[src/rtl/rega_pkg.sv]
// Shared state encodings and default timing parameters for the irrigation sequencer.
package rega_pkg;

    typedef enum logic [2:0] {
        OCIOSO     = 3'd0,
        GOTEJANDO  = 3'd1,
        ASPERSANDO = 3'd2,
        PAUSA      = 3'd3,
        FALHA      = 3'd4
    } estado_t;

    localparam int TICK_DIV_DEF    = 50000;
    localparam int MIN_ON_DEF      = 10;
    localparam int MIN_OFF_DEF     = 5;
    localparam int BLINK_TICKS_DEF = 250;

    localparam logic [15:0] TEMPO_MAX = 16'hFFFF;

endpackage

[src/rtl/sincronizador_entrada.sv]
// Two-flop synchronizer for one asynchronous input; 2-cycle latency, no backpressure.
module sincronizador_entrada (
    input  logic clk,
    input  logic reset,
    input  logic i_async,
    output logic o_sync
);

    logic r_meta;
    logic r_sync;

    always_ff @(posedge clk) begin
        if (reset) begin
            r_meta <= 1'b0;
            r_sync <= 1'b0;
        end else begin
            r_meta <= i_async;
            r_sync <= r_meta;
        end
    end

    assign o_sync = r_sync;

endmodule

[src/rtl/sequenciador_rega.sv]
// Irrigation pump sequencer: drip/sprinkler runs with minimum on/off times and fault latch.
// Input change reaches the registered outputs at the 3rd clock edge; no backpressure.
module sequenciador_rega
    import rega_pkg::*;
#(
    parameter int TICK_DIV    = TICK_DIV_DEF,
    parameter int MIN_ON      = MIN_ON_DEF,
    parameter int MIN_OFF     = MIN_OFF_DEF,
    parameter int BLINK_TICKS = BLINK_TICKS_DEF
) (
    input  logic       clk,
    input  logic       reset,
    input  logic       gotejamento,
    input  logic       aspersao,
    input  logic       valvulaEntrada,
    input  logic       erro,
    input  logic       alarme,
    input  logic       reconhecer,
    output logic       bombaGotejamento,
    output logic       bombaAspersao,
    output logic       valvulaSaida,
    output logic       sirene,
    output logic [2:0] estado
);

    localparam int PW = (TICK_DIV > 1) ? $clog2(TICK_DIV) : 1;
    localparam int BW = (BLINK_TICKS > 1) ? $clog2(BLINK_TICKS) : 1;

    logic w_gotejamento_s, w_aspersao_s, w_valvulaEntrada_s;
    logic w_erro_s, w_alarme_s, w_reconhecer_s;

    sincronizador_entrada u_sync_got (.clk(clk), .reset(reset), .i_async(gotejamento),    .o_sync(w_gotejamento_s));
    sincronizador_entrada u_sync_asp (.clk(clk), .reset(reset), .i_async(aspersao),       .o_sync(w_aspersao_s));
    sincronizador_entrada u_sync_val (.clk(clk), .reset(reset), .i_async(valvulaEntrada), .o_sync(w_valvulaEntrada_s));
    sincronizador_entrada u_sync_err (.clk(clk), .reset(reset), .i_async(erro),           .o_sync(w_erro_s));
    sincronizador_entrada u_sync_alm (.clk(clk), .reset(reset), .i_async(alarme),         .o_sync(w_alarme_s));
    sincronizador_entrada u_sync_rec (.clk(clk), .reset(reset), .i_async(reconhecer),     .o_sync(w_reconhecer_s));

    logic [PW-1:0] r_presc;
    logic          w_tick;
    estado_t       r_state, w_next;
    logic [15:0]   r_tempo;
    logic          r_reconhecer_d;
    logic          w_rec_rise;
    logic [BW-1:0] r_blink_cnt, w_blink_cnt_nxt;
    logic          r_blink, w_blink_nxt;
    logic          w_blink_en;
    logic          r_bomba_got, r_bomba_asp, r_valvula, r_sirene;

    assign w_tick = (r_presc == PW'(TICK_DIV - 1));

    always_ff @(posedge clk) begin
        if (reset || w_tick) r_presc <= '0;
        else                 r_presc <= r_presc + 1'b1;
    end

    assign w_rec_rise = w_reconhecer_s & ~r_reconhecer_d;

    // Fault and alarm exits ignore MIN_ON; a run never hops directly between pumps.
    always_comb begin
        w_next = r_state;
        case (r_state)
            OCIOSO: begin
                if (w_erro_s)             w_next = FALHA;
                else if (w_aspersao_s)    w_next = ASPERSANDO;
                else if (w_gotejamento_s) w_next = GOTEJANDO;
            end
            GOTEJANDO: begin
                if (w_erro_s)        w_next = FALHA;
                else if (w_alarme_s) w_next = PAUSA;
                else if (!w_gotejamento_s && r_tempo >= 16'(MIN_ON)) w_next = PAUSA;
            end
            ASPERSANDO: begin
                if (w_erro_s)        w_next = FALHA;
                else if (w_alarme_s) w_next = PAUSA;
                else if (!w_aspersao_s && r_tempo >= 16'(MIN_ON)) w_next = PAUSA;
            end
            PAUSA: begin
                if (w_erro_s)                      w_next = FALHA;
                else if (r_tempo >= 16'(MIN_OFF))  w_next = OCIOSO;
            end
            FALHA: begin
                if (w_rec_rise && !w_erro_s) w_next = PAUSA;
            end
            default: w_next = OCIOSO;
        endcase
    end

    assign w_blink_en = w_alarme_s && (w_next != FALHA);

    always_comb begin
        w_blink_cnt_nxt = r_blink_cnt;
        w_blink_nxt     = r_blink;
        if (!w_blink_en) begin
            w_blink_cnt_nxt = '0;
            w_blink_nxt     = 1'b0;
        end else if (w_tick) begin
            if (r_blink_cnt == BW'(BLINK_TICKS - 1)) begin
                w_blink_cnt_nxt = '0;
                w_blink_nxt     = ~r_blink;
            end else begin
                w_blink_cnt_nxt = r_blink_cnt + 1'b1;
            end
        end
    end

    // Outputs are registered from the next state so they line up with the state register.
    always_ff @(posedge clk) begin
        if (reset) begin
            r_state        <= OCIOSO;
            r_tempo        <= '0;
            r_reconhecer_d <= 1'b0;
            r_blink_cnt    <= '0;
            r_blink        <= 1'b0;
            r_bomba_got    <= 1'b0;
            r_bomba_asp    <= 1'b0;
            r_valvula      <= 1'b0;
            r_sirene       <= 1'b0;
        end else begin
            r_state        <= w_next;
            r_reconhecer_d <= w_reconhecer_s;
            r_blink_cnt    <= w_blink_cnt_nxt;
            r_blink        <= w_blink_nxt;
            if (w_next != r_state)
                r_tempo <= '0;
            else if (w_tick && r_tempo != TEMPO_MAX)
                r_tempo <= r_tempo + 16'd1;
            r_bomba_got <= (w_next == GOTEJANDO);
            r_bomba_asp <= (w_next == ASPERSANDO);
            r_valvula   <= w_valvulaEntrada_s && (w_next != FALHA);
            r_sirene    <= (w_next == FALHA) || w_blink_nxt;
        end
    end

    assign bombaGotejamento = r_bomba_got;
    assign bombaAspersao    = r_bomba_asp;
    assign valvulaSaida     = r_valvula;
    assign sirene           = r_sirene;
    assign estado           = r_state;

endmodule
[config.mk]
export PLATFORM = sky130hd
export DESIGN_NAME = sequenciador_rega
export DESIGN_NICKNAME = d
export VERILOG_FILES = /design/src/rtl/rega_pkg.sv /design/src/rtl/sincronizador_entrada.sv /design/src/rtl/sequenciador_rega.sv
export SDC_FILE = /design/constraint.sdc
export NUM_CORES = 1
export LEC_CHECK = 0
export CAP_MARGIN = 20
export CELL_PAD_IN_SITES_DETAIL_PLACEMENT = 2
export CELL_PAD_IN_SITES_GLOBAL_PLACEMENT = 2
export CORE_ASPECT_RATIO = 1.25
export CORE_MARGIN = 4
export CORE_UTILIZATION = 37
export DETAILED_ROUTE_END_ITERATION = 6
export PLACE_DENSITY_LB_ADDON = 0.15
export SLEW_MARGIN = 0
export SYNTH_ARGS = -nofsm -noshare
export SYNTH_HDL_FRONTEND = slang
export SYNTH_SLANG_ARGS = --single-unit
export TNS_END_PERCENT = 5
[constraint.sdc]
create_clock -name clk -period 2.95 [get_ports clk]
set_input_delay 0.295 -clock clk [delete_from_list [all_inputs] [get_ports clk]]
set_output_delay 0.295 -clock clk [all_outputs]
set_load 0.01 [all_outputs]
==> images/layer_met1.png <==
The bar under the picture is 20 µm long. Supply wires on this layer in grey.
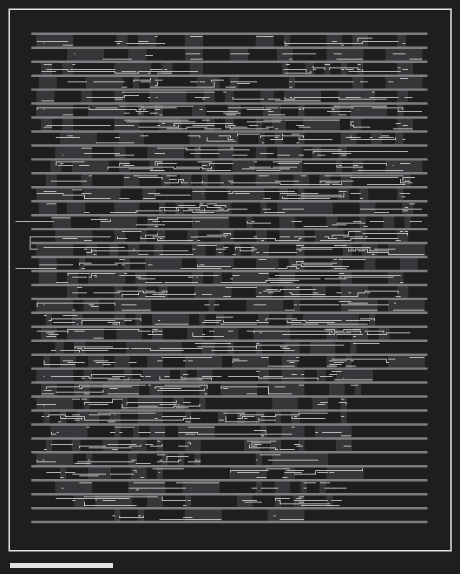
share of all routed wire: 42%
wire length on this layer: 3020 µm
nets with wire on the layer: 322
main direction: horizontal
via count: 2245
met1 usage: 0.193
final wirelength: 7150 µm

==> images/sizes.png <==
The bar under the picture is 20 µm long.
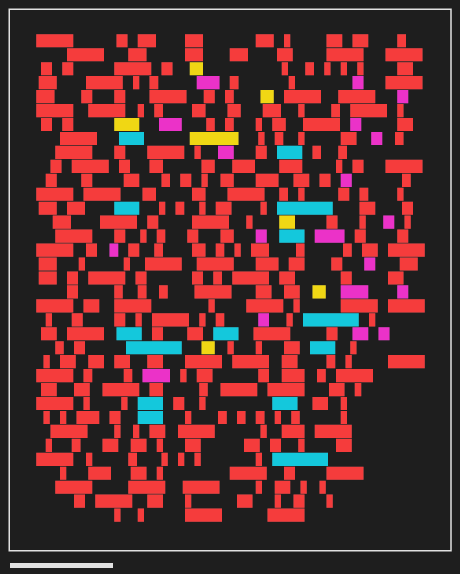
[yellow] _3 and _4 cells | cells: 7 | share: 2.1% | most used: buf_4
[red] _0 and _1 cells | cells: 294 | share: 88% | most used: dfxtp_1
[cyan] _6 and larger | cells: 14 | share: 4.2% | most used: clkbuf_8
[magenta] _2 cells | cells: 19 | share: 5.7% | most used: nor2_2
crit path setup slack, layout: 431 ps
final instance area: 3290 µm²
bufs w/o clock: 18
synthesis-to-finish area growth: 17.3%

==> flow_metrics.env <==
# implementation run metrics
export IMPL_wl_per_cell_um=16.8
export IMPL_final_nets=344
export IMPL_finalClockPeriodUsage=0.854
export IMPL_netlist_area_leader_share=0.436
export IMPL_top_cell="dfxtp_1"
export IMPL_hold_violations=0
export IMPL_hpwlAfterDp_um=4930
export IMPL_crit_path_start="r_tempo[1]"
export IMPL_critical_path_slowest_cell="a2111oi_1"
export IMPL_mux_share=0.00357
export IMPL_holdPathEnd="u_sync_rec.o_sync"
export IMPL_maxSlewViolCount=0
export IMPL_grt_pass1_vias=2538
export IMPL_numClockSinks=61
export IMPL_irDropWorstVdd_v=0.000413
export IMPL_mostFrequentLayoutCells="61 x dfxtp_1, 46 x nor2_1, 22 x xnor2_1"
export IMPL_ys_cells=313
export IMPL_place_area_um2=3020
export IMPL_clkLatencyLatePin_ps=340
export IMPL_ys_sh_aoi=0.0884
export IMPL_ys_flop_type="dfxtp_1"
export IMPL_clkTransAtPathRegs_ps=70
export IMPL_design_die_area_um2=9040
export IMPL_crit_path_max_fanout=16
export IMPL_worstMarginPinSlew_ps=730
export IMPL_cts_buffers=9
export IMPL_rows=35
export IMPL_powerClk_mw=1.02
export IMPL_antenna_found_initial=0
export IMPL_grt_pass1_wl_um=12400
export IMPL_hp_class="reg -> reg"
export IMPL_critical_path_max_stage_delay_ps=570
export IMPL_crit_path_end_kind="flop"
export IMPL_initial_core_util=0.381
export IMPL_finalSetupTns_ps=0
export IMPL_edf_count=0
export IMPL_p_per_area_nw_per_um2=617
export IMPL_power_leader="the clock network"
export IMPL_synth_area_leader_cell="dfxtp_1"
export IMPL_ys_flops=61
export IMPL_htreeDepth=3
export IMPL_hold_buffers=0
export IMPL_r2r_end="r_tempo[12]"
export IMPL_cts_resized=0
export IMPL_tritoncts="done"
export IMPL_grt_max_degree=21
export IMPL_ant_nets=0
export IMPL_start_kind="flop"
export IMPL_drc_errors=0
export IMPL_clockRootBuffer="clkbuf_8"
export IMPL_finalSetupViolations=0
export IMPL_clockBufferDepth=2
export IMPL_finClkSkew_ps=5.00
export IMPL_yosys_area_share_xor_xnor=0.103
export IMPL_logic_family="simple AND/OR/NAND/NOR gates"
export IMPL_syn_inst=313
export IMPL_power_internal_mw=1.58
export IMPL_yosys_area_um2=2800
export IMPL_die_y_um=105
export IMPL_synth_cell_type_count=50
export IMPL_clockPowerShare=0.503
export IMPL_ys_sh_adder=0.0313
export IMPL_min_period_ps=2520
export IMPL_r2r_start="r_tempo[1]"
export IMPL_syn_avg_cell_area_um2=8.95
export IMPL_syn_area_um2=2800
export IMPL_yosysSeqAreaShare=0.436
export IMPL_maxCapViolations=0
export IMPL_fmax_ghz=0.397
export IMPL_yosys_area_share_simple=0.297
export IMPL_status="completed"
export IMPL_slew_headroom=0.509
export IMPL_diodes=0
export IMPL_synth_warnings=0
export IMPL_min_from="u_sync_rec.r_meta"
export IMPL_lay_top_count="dfxtp_1"
export IMPL_top_cells_by_area="dfxtp_1 44%, xnor2_1 6.9%, nor2_1 6.2%"
export IMPL_common_cells="61 x dfxtp_1, 46 x nor2_1, 22 x xnor2_1"
export IMPL_postCtsSetupRepairBufs=0
==> images/layer_met2.png <==
The bar under the picture is 20 µm long.
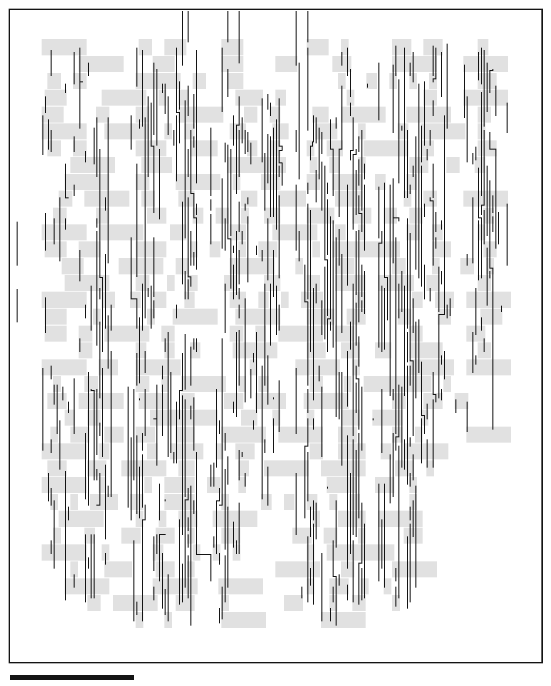
nets with wire on the layer: 323
wire length on this layer: 3850 µm
share of all routed wire: 54%
met2 usage: 0.317

-- final cells by class --
cell class	instances	area (µm²)	area share
multi-input combinational	228	1470	0.447
sequential	61	1220	0.372
timing repair buffer	18	170	0.0518
clock buffer	10	138	0.0419
clock inverter	6	134	0.0407
tap	92	115	0.0350
inverter	11	41.3	0.0126
-- metal layers --
metal	vias up	global-route usage	part of all wire
li1	1096	-	-
met1	1120	0.193	0.42
met2	18	0.317	0.54
met3	11	0.0266	0.018
met4	0	0.0803	0.019
met5	-	0	0
-- through the flow --
| step | setup slack (ps) | instances | util | power, mW | hold slack (ps) |
|---|---|---|---|---|---|
| 5_1_grt | 303 | 426 | 0.447 | 2.10 | 461 |
| 2_1_floorplan | 768 | 313 | - | 0.977 | 406 |
| 4_1_cts | 416 | 426 | 0.447 | 2.05 | 449 |
| 3_5_place_dp | 457 | 410 | 0.410 | 1.03 | 428 |
| 6_report | 431 | 426 | 0.447 | 2.03 | 443 |
| 3_3_place_gp | 635 | 410 | 0.410 | 1.02 | 419 |
-- flip-flops by register name, summed over array words and instances, names as in the netlist --
register           flops
u_sync_err.o_sync      1
u_sync_val.o_sync      1
u_sync_alm.r_meta      1
valvulaSaida           1
r_blink_cnt            8
u_sync_rec.r_meta      1
r_blink                1
bombaGotejamento       1
estado                 3
r_reconhecer_d         1
u_sync_val.r_meta      1
u_sync_alm.o_sync      1
u_sync_got.r_meta      1
bombaAspersao          1
u_sync_rec.o_sync      1
u_sync_asp.o_sync      1
u_sync_asp.r_meta      1
r_presc               16
u_sync_got.o_sync      1
r_tempo               16
sirene                 1
u_sync_err.r_meta      1
No activity file was given, so power comes from the tool's default toggle rates.
